Fig. 1: congestion heat map
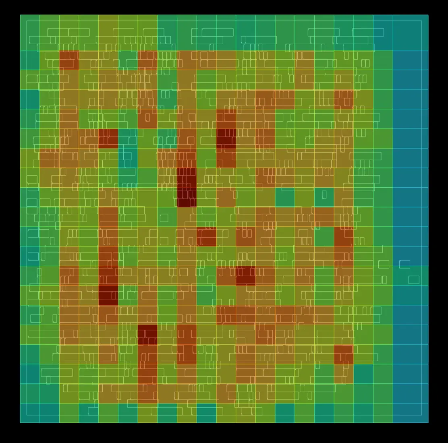
Fig. 2: signal wires on met1
Bar = 50 um. Supply wires on this layer in gray. Cells faint in the background.
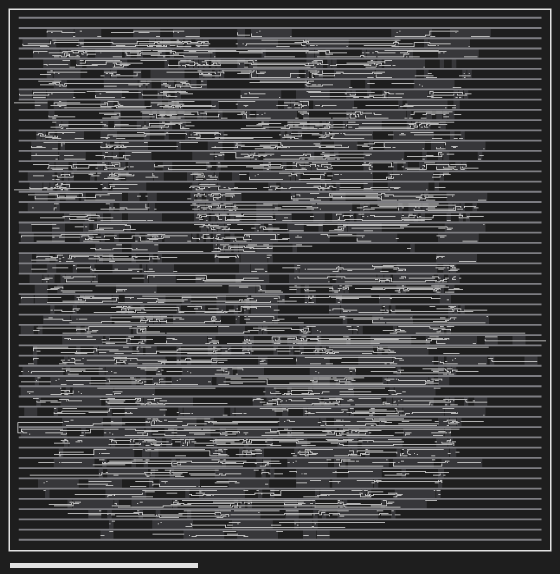
Fig. 3: metal 2
Bar = 50 um. Cells faint in the background.
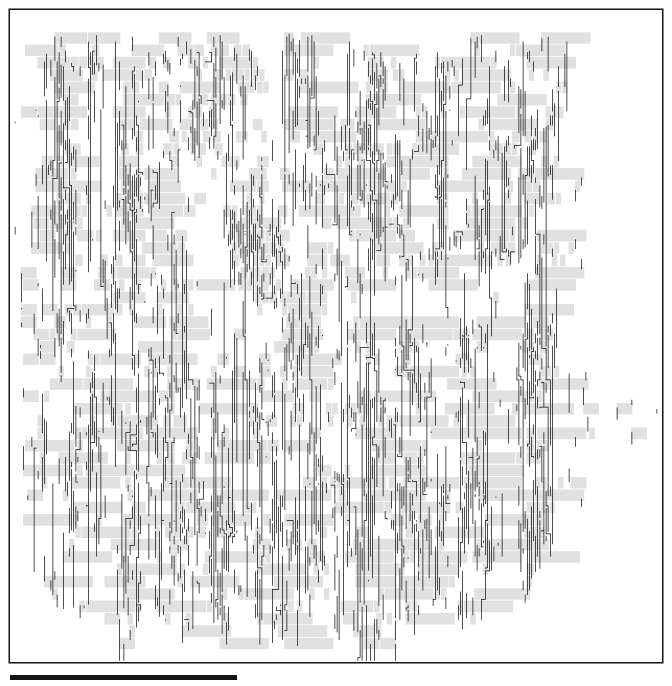
### config.mk
export PLATFORM = sky130hd
export DESIGN_NAME = snn_timestep_scheduler_flat
export DESIGN_NICKNAME = d
export VERILOG_FILES = /design/src/rtl/snn_pkg.sv /design/src/rtl/snn_timestep_scheduler_if.sv /design/src/rtl/snn_timestep_scheduler_lif.sv /design/src/rtl/snn_timestep_scheduler.sv /design/src/flat_wrapper.sv
export SDC_FILE = /design/constraint.sdc
export NUM_CORES = 1
export LEC_CHECK = 0
export ABC_AREA = 1
export CORE_MARGIN = 2
export CORE_UTILIZATION = 40
export CTS_CLUSTER_SIZE = 24
export DETAILED_ROUTE_END_ITERATION = 12
export PLACE_DENSITY_LB_ADDON = 0.1
export SLEW_MARGIN = 20
export SYNTH_ARGS = -nofsm -noshare
export SYNTH_HDL_FRONTEND = slang
export SYNTH_SLANG_ARGS = --single-unit
### constraint.sdc
create_clock -name clk -period 14.07 [get_ports clk]
set_input_delay 4.221 -clock clk [delete_from_list [all_inputs] [get_ports clk]]
set_output_delay 4.221 -clock clk [all_outputs]
set_load 0.005 [all_outputs]
### src/rtl/snn_pkg.sv
// Shared types, default neuron constants and width helpers for the LIF timestep scheduler.
package snn_pkg;

    typedef enum logic [1:0] {
        ST_IDLE,
        ST_SCAN,
        ST_DONE
    } sched_state_t;

    localparam int DEF_V_REST   = 6;
    localparam int DEF_V_THRESH = 14;
    localparam int DEF_V_LEAK   = 1;
    localparam int DEF_K_SYN    = 1;

    function automatic int width_min1(input int n);
        return (n <= 2) ? 1 : $clog2(n);
    endfunction

    // Wide enough that V + K_SYN * (all sources active) never wraps.
    function automatic int sum_width(input int v_w, input int n_src, input int k_syn);
        return v_w + $clog2(n_src + 1) + $clog2(k_syn + 1) + 1;
    endfunction

endpackage

### src/rtl/snn_timestep_scheduler_if.sv
// Tick/config/spike bus of the timestep scheduler; master drives requests, slave is the scheduler.
interface snn_timestep_scheduler_if #(
    parameter int NUM_NEURONS = 8,
    parameter int NUM_INPUTS  = 3
);
    logic                                tick;
    logic [NUM_INPUTS-1:0]               spike_in;
    logic                                cfg_valid;
    logic                                cfg_ready;
    logic [$clog2(NUM_NEURONS)-1:0]      cfg_addr;
    logic [NUM_INPUTS+NUM_NEURONS-1:0]   cfg_mask;
    logic                                busy;
    logic [NUM_NEURONS-1:0]              spike_out;
    logic                                done;
    logic                                overrun;

    modport master (
        output tick, spike_in, cfg_valid, cfg_addr, cfg_mask,
        input  cfg_ready, busy, spike_out, done, overrun
    );

    modport slave (
        input  tick, spike_in, cfg_valid, cfg_addr, cfg_mask,
        output cfg_ready, busy, spike_out, done, overrun
    );
endinterface

### src/rtl/snn_timestep_scheduler_lif.sv
// Combinational leaky integrate-and-fire update for one neuron.
// SNN_REFRACTORY_EN adds the refractory counter ports and hold-off behaviour.
module lif_update
    import snn_pkg::*;
#(
    parameter int NUM_NEURONS = 8,
    parameter int NUM_INPUTS  = 3,
    parameter int V_W         = 5,
    parameter int V_REST      = DEF_V_REST,
    parameter int V_THRESH    = DEF_V_THRESH,
    parameter int V_LEAK      = DEF_V_LEAK,
    parameter int K_SYN       = DEF_K_SYN,
    parameter int REFRAC_TS   = 2,
    localparam int NSRC       = NUM_INPUTS + NUM_NEURONS,
    localparam int RW         = width_min1(REFRAC_TS + 1)
) (
    input  logic [V_W-1:0]  v,
    input  logic [NSRC-1:0] mask,
    input  logic [NSRC-1:0] src,
`ifdef SNN_REFRACTORY_EN
    input  logic [RW-1:0]   refrac,
    output logic [RW-1:0]   refrac_next,
`endif
    output logic [V_W-1:0]  v_next,
    output logic            spike
);
    localparam int CW = $clog2(NSRC + 1);
    localparam int SW = sum_width(V_W, NSRC, K_SYN);

    logic [CW-1:0] cnt;
    logic [SW-1:0] sum;
    logic [SW-1:0] leaked;
    logic          fire;

    always_comb begin
        cnt = '0;
        for (int unsigned i = 0; i < NSRC; i++) begin
            cnt = cnt + CW'(mask[i] & src[i]);
        end
        sum    = SW'(v) + SW'(K_SYN) * SW'(cnt);
        leaked = (sum > SW'(V_LEAK)) ? sum - SW'(V_LEAK) : '0;
        fire   = (leaked >= SW'(V_THRESH));

        if (fire || leaked < SW'(V_REST)) begin
            v_next = V_W'(V_REST);
        end else begin
            v_next = leaked[V_W-1:0];
        end
        spike = fire;

`ifdef SNN_REFRACTORY_EN
        refrac_next = fire ? RW'(REFRAC_TS) : '0;
        if (refrac != '0) begin
            v_next      = V_W'(V_REST);
            spike       = 1'b0;
            refrac_next = refrac - RW'(1);
        end
`endif
    end

endmodule

### src/rtl/snn_timestep_scheduler.sv
// Time-multiplexed LIF layer: one lif_update datapath walks every neuron per tick.
// Optional SNN_REFRACTORY_EN keeps a per-neuron refractory counter.
module snn_timestep_scheduler
    import snn_pkg::*;
#(
    parameter int NUM_NEURONS = 8,
    parameter int NUM_INPUTS  = 3,
    parameter int V_W         = 5,
    parameter int V_REST      = DEF_V_REST,
    parameter int V_THRESH    = DEF_V_THRESH,
    parameter int V_LEAK      = DEF_V_LEAK,
    parameter int K_SYN       = DEF_K_SYN,
    parameter int REFRAC_TS   = 2
) (
    input  logic                          clk,
    input  logic                          resetn,
    snn_timestep_scheduler_if.slave       bus
);
    localparam int AW   = $clog2(NUM_NEURONS);
    localparam int NSRC = NUM_INPUTS + NUM_NEURONS;

    sched_state_t           state;
    logic [AW-1:0]          idx;
    logic [V_W-1:0]         v_mem    [NUM_NEURONS];
    logic [NSRC-1:0]        mask_mem [NUM_NEURONS];
    logic [NUM_INPUTS-1:0]  src_ext;
    logic [NUM_NEURONS-1:0] src_rec;
    logic [NUM_NEURONS-1:0] next_spikes;
    logic [NUM_NEURONS-1:0] spike_out_q;
    logic [NUM_NEURONS-1:0] spikes_final;
    logic                   done_q;
    logic                   busy_q;
    logic                   overrun_q;
    logic                   cfg_we;
    logic [V_W-1:0]         lif_v_next;
    logic                   lif_spike;

    assign bus.cfg_ready = !busy_q;
    assign bus.busy      = busy_q;
    assign bus.spike_out = spike_out_q;
    assign bus.done      = done_q;
    assign bus.overrun   = overrun_q;

    assign cfg_we = bus.cfg_valid && !busy_q &&
                    ({1'b0, bus.cfg_addr} < (AW+1)'(NUM_NEURONS));

`ifdef SNN_REFRACTORY_EN
    localparam int RW = width_min1(REFRAC_TS + 1);
    logic [RW-1:0] refrac_mem [NUM_NEURONS];
    logic [RW-1:0] lif_refrac_next;
`endif

    lif_update #(
        .NUM_NEURONS (NUM_NEURONS),
        .NUM_INPUTS  (NUM_INPUTS),
        .V_W         (V_W),
        .V_REST      (V_REST),
        .V_THRESH    (V_THRESH),
        .V_LEAK      (V_LEAK),
        .K_SYN       (K_SYN),
        .REFRAC_TS   (REFRAC_TS)
    ) u_lif (
        .v           (v_mem[idx]),
        .mask        (mask_mem[idx]),
        .src         ({src_rec, src_ext}),
`ifdef SNN_REFRACTORY_EN
        .refrac      (refrac_mem[idx]),
        .refrac_next (lif_refrac_next),
`endif
        .v_next      (lif_v_next),
        .spike       (lif_spike)
    );

    // The last neuron's spike is merged here so spike_out and done are already
    // registered when the FSM enters DONE.
    always_comb begin
        spikes_final      = next_spikes;
        spikes_final[idx] = lif_spike;
    end

    always_ff @(posedge clk) begin
        if (!resetn) begin
            state       <= ST_IDLE;
            idx         <= '0;
            src_ext     <= '0;
            src_rec     <= '0;
            next_spikes <= '0;
            spike_out_q <= '0;
            done_q      <= 1'b0;
            busy_q      <= 1'b0;
            overrun_q   <= 1'b0;
            for (int unsigned i = 0; i < NUM_NEURONS; i++) begin
                v_mem[i]    <= V_W'(V_REST);
                mask_mem[i] <= '0;
`ifdef SNN_REFRACTORY_EN
                refrac_mem[i] <= '0;
`endif
            end
        end else begin
            done_q <= 1'b0;
            if (cfg_we) begin
                mask_mem[bus.cfg_addr] <= bus.cfg_mask;
            end
            if (bus.tick && state != ST_IDLE) begin
                overrun_q <= 1'b1;
            end

            case (state)
                ST_IDLE: begin
                    if (bus.tick) begin
                        src_ext <= bus.spike_in;
                        src_rec <= spike_out_q;
                        idx     <= '0;
                        busy_q  <= 1'b1;
                        state   <= ST_SCAN;
                    end
                end
                ST_SCAN: begin
                    v_mem[idx]       <= lif_v_next;
                    next_spikes[idx] <= lif_spike;
`ifdef SNN_REFRACTORY_EN
                    refrac_mem[idx]  <= lif_refrac_next;
`endif
                    if (idx == AW'(NUM_NEURONS - 1)) begin
                        spike_out_q <= spikes_final;
                        done_q      <= 1'b1;
                        state       <= ST_DONE;
                    end else begin
                        idx <= idx + AW'(1);
                    end
                end
                ST_DONE: begin
                    busy_q <= 1'b0;
                    state  <= ST_IDLE;
                end
                default: state <= ST_IDLE;
            endcase
        end
    end

endmodule

### src/flat_wrapper.sv
// flat-port wrapper written by rule: the top's interface ports become plain ports
module snn_timestep_scheduler_flat import snn_pkg::*;
#(
    parameter int NUM_NEURONS = 8,
    parameter int NUM_INPUTS  = 3,
    parameter int V_W         = 5,
    parameter int V_REST      = DEF_V_REST,
    parameter int V_THRESH    = DEF_V_THRESH,
    parameter int V_LEAK      = DEF_V_LEAK,
    parameter int K_SYN       = DEF_K_SYN,
    parameter int REFRAC_TS   = 2
)
  (clk, resetn, bus_tick, bus_spike_in, bus_cfg_valid, bus_cfg_addr, bus_cfg_mask, bus_cfg_ready, bus_busy, bus_spike_out, bus_done, bus_overrun);
  snn_timestep_scheduler_if #(.NUM_NEURONS(NUM_NEURONS), .NUM_INPUTS(NUM_INPUTS)) bus_i ();
  input  logic clk;
  input  logic resetn;
  input wire logic [$bits(bus_i.tick)-1:0] bus_tick;
  input wire logic [$bits(bus_i.spike_in)-1:0] bus_spike_in;
  input wire logic [$bits(bus_i.cfg_valid)-1:0] bus_cfg_valid;
  input wire logic [$bits(bus_i.cfg_addr)-1:0] bus_cfg_addr;
  input wire logic [$bits(bus_i.cfg_mask)-1:0] bus_cfg_mask;
  output wire logic [$bits(bus_i.cfg_ready)-1:0] bus_cfg_ready;
  output wire logic [$bits(bus_i.busy)-1:0] bus_busy;
  output wire logic [$bits(bus_i.spike_out)-1:0] bus_spike_out;
  output wire logic [$bits(bus_i.done)-1:0] bus_done;
  output wire logic [$bits(bus_i.overrun)-1:0] bus_overrun;
  assign bus_i.tick = bus_tick;
  assign bus_i.spike_in = bus_spike_in;
  assign bus_i.cfg_valid = bus_cfg_valid;
  assign bus_i.cfg_addr = bus_cfg_addr;
  assign bus_i.cfg_mask = bus_cfg_mask;
  assign bus_cfg_ready = bus_i.cfg_ready;
  assign bus_busy = bus_i.busy;
  assign bus_spike_out = bus_i.spike_out;
  assign bus_done = bus_i.done;
  assign bus_overrun = bus_i.overrun;
  snn_timestep_scheduler #(.NUM_NEURONS(NUM_NEURONS), .NUM_INPUTS(NUM_INPUTS), .V_W(V_W), .V_REST(V_REST), .V_THRESH(V_THRESH), .V_LEAK(V_LEAK), .K_SYN(K_SYN), .REFRAC_TS(REFRAC_TS)) u_core (.clk(clk), .resetn(resetn), .bus(bus_i));
endmodule
==> flow_summary_export.csv <==
group,metric,value,unit
final_timing,hold_violations,0,
synthesis,synthCells,816,
run,maxCapViolCount,0,
run,warning_count,27,
critical_path,worstSetupPathType,"reg -> reg",
synthesis,synthDistinctLibCells,35,
outcome,status,"finished clean",
global_route,grt_max_degree,65,
final_timing,whs,476,ps
die,fp_util,40.4,%
clock_network,cts-buffers-inserted,17,
min_path,worstHoldStart,"u_core.bus.overrun",
final_timing,worst_pin_slew,941,ps
synthesis,syn_area_per_cell,9.54,um^2
layout,seqCellArea,0.00461,mm^2
global_route,antenna_found_initial,0,
die,ioPinCount,33,
critical_path,endpoint_kind,"flip-flop",
power,clockPowerShare,36.3,%
synthesis,ff_type,"edfxtp_1",
power,p_int,860,uW
power,p_leak,3.40,nW
layout,diodes,0,
clock_network,clk_pin_slew,70,ps
About Fig. 1:
utilization after layout: 46.0%
DR WL/cell: 17.9 um
met3 Use GR: 4.60%
GRT Total Usage: 20.7%

About Fig. 2:
longest straight run: 68.5 um
share of all routed wire: 47%
main direction: horizontal
vias after detailed routing: 5843
met1 Track Usage GR: 29.4%

About Fig. 3:
wire length on this layer: 8890 um
share of all routed wire: 45%
final WL: 19.9 mm
met2 global-route usage: 31.4%

==> worst paths after layout <==
check	slack, ps	to	cells after the start
worst min-delay path	480	u_core.bus.overrun	2
worst min register to register	480	u_core.bus.overrun	2
worst max register to register	7080	u_core.v_mem[1][3]	21
worst max-delay path	7080	u_core.v_mem[1][3]	21
==> stage by stage <==
stage / cells / utilization [%] / total power, mW / worst slack (ps) / instance area [um^2]
after detailed placement: 1082 / 43.1 / 0.811 / 7060 / 8310
final: 1114 / 46.0 / 1.26 / 7080 / 8870
after global routing: 1114 / 46.0 / 1.31 / 6450 / 8870
after global placement: 1082 / 43.1 / 0.807 / 7150 / 8310
after floorplan: 823 / - / 0.759 / 8240 / 7810
after CTS: 1114 / 46.0 / 1.26 / 7050 / 8870
==> synth_stat cells (all sizes together) (4+ instances only) <==
cell / instances / area share, %
a21oi: 33 / 2.3
a32o: 4 / 0.51
buf: 6 / 0.69
clkbuf: 36 / 1.7
dfxtp: 38 / 9.8
edfxtp: 128 / 49
fa: 8 / 2.1
ha: 9 / 1.4
inv: 71 / 3.4
nand2: 97 / 4.9
nand3: 38 / 2.7
nand4: 18 / 1.5
nor2: 196 / 9.5
nor3: 8 / 0.51
o211ai: 12 / 1.2
o21ai: 76 / 4.9
o221ai: 11 / 1.2
o22ai: 11 / 0.88
or2: 8 / 0.64
==> cell type report <==
type	count	share of cell area, %
sequential	166	51.9
multi-input combinational	543	31.0
clock buffer	17	4.79
timing repair buffer	36	3.95
tap	265	3.74
inverter	72	3.06
clock inverter	15	1.58
==> layer usage <==
| layer | routed length (um) | vias to the layer above | global-route usage, % |
|---|---|---|---|
| li1 | - | 2817 | - |
| met1 | 9300 | 2820 | 29.4 |
| met2 | 8890 | 180 | 31.4 |
| met3 | 1310 | 26 | 4.60 |
| met4 | 404 | 0 | 7.59 |
| met5 | 0 | - | 0 |
==> registers in the layout, indices dropped and copies added (netlist names), 2 cells and up, named ones only <==
signal                count
u_core.bus.spike_out      8
u_core.idx                3
u_core.mask_mem          88
u_core.next_spikes        8
u_core.src_ext            3
u_core.src_rec            8
u_core.state              2
u_core.v_mem             40
==> power groups by stage <==
stage / registers [mW] / clock network (mW) / logic [mW]
CTS: 0.557 / 0.461 / 0.244
global placement: 0.567 / 0 / 0.240
floorplan: 0.563 / 0 / 0.196
detailed placement: 0.567 / 0 / 0.244
finish: 0.557 / 0.456 / 0.244
global route: 0.559 / 0.474 / 0.275
==> kinds of logic after synthesis <==
family / synth area share (%)
and+or+nand+nor: 19.9
DFF: 59.1
AOI/OAI and AO/OA: 11.2
buffers and inverters: 5.90
adders and majority gates: 3.50
xor gates and xnor gates: 0.338
other: 0.0482
==> worst max-delay path, cell delays in order, from the launching register on <==
cell and delay [ps]:
dfxtp_2 330, clkinv_2 600, o21ai_0 430, o221ai_1 200, o211ai_1 180, fa_1 490
fa_1 520, fa_1 520, fa_1 470, fa_1 490, inv_1 60, fa_1 490
nor2_1 140, inv_1 50, a21oi_1 180, nand3_1 110, o211ai_1 160, inv_1 90
a21oi_4 210, and2_1 620, nand2_2 260, nor2_1 170
No activity file was given, so power comes from the tool's default toggle rates.
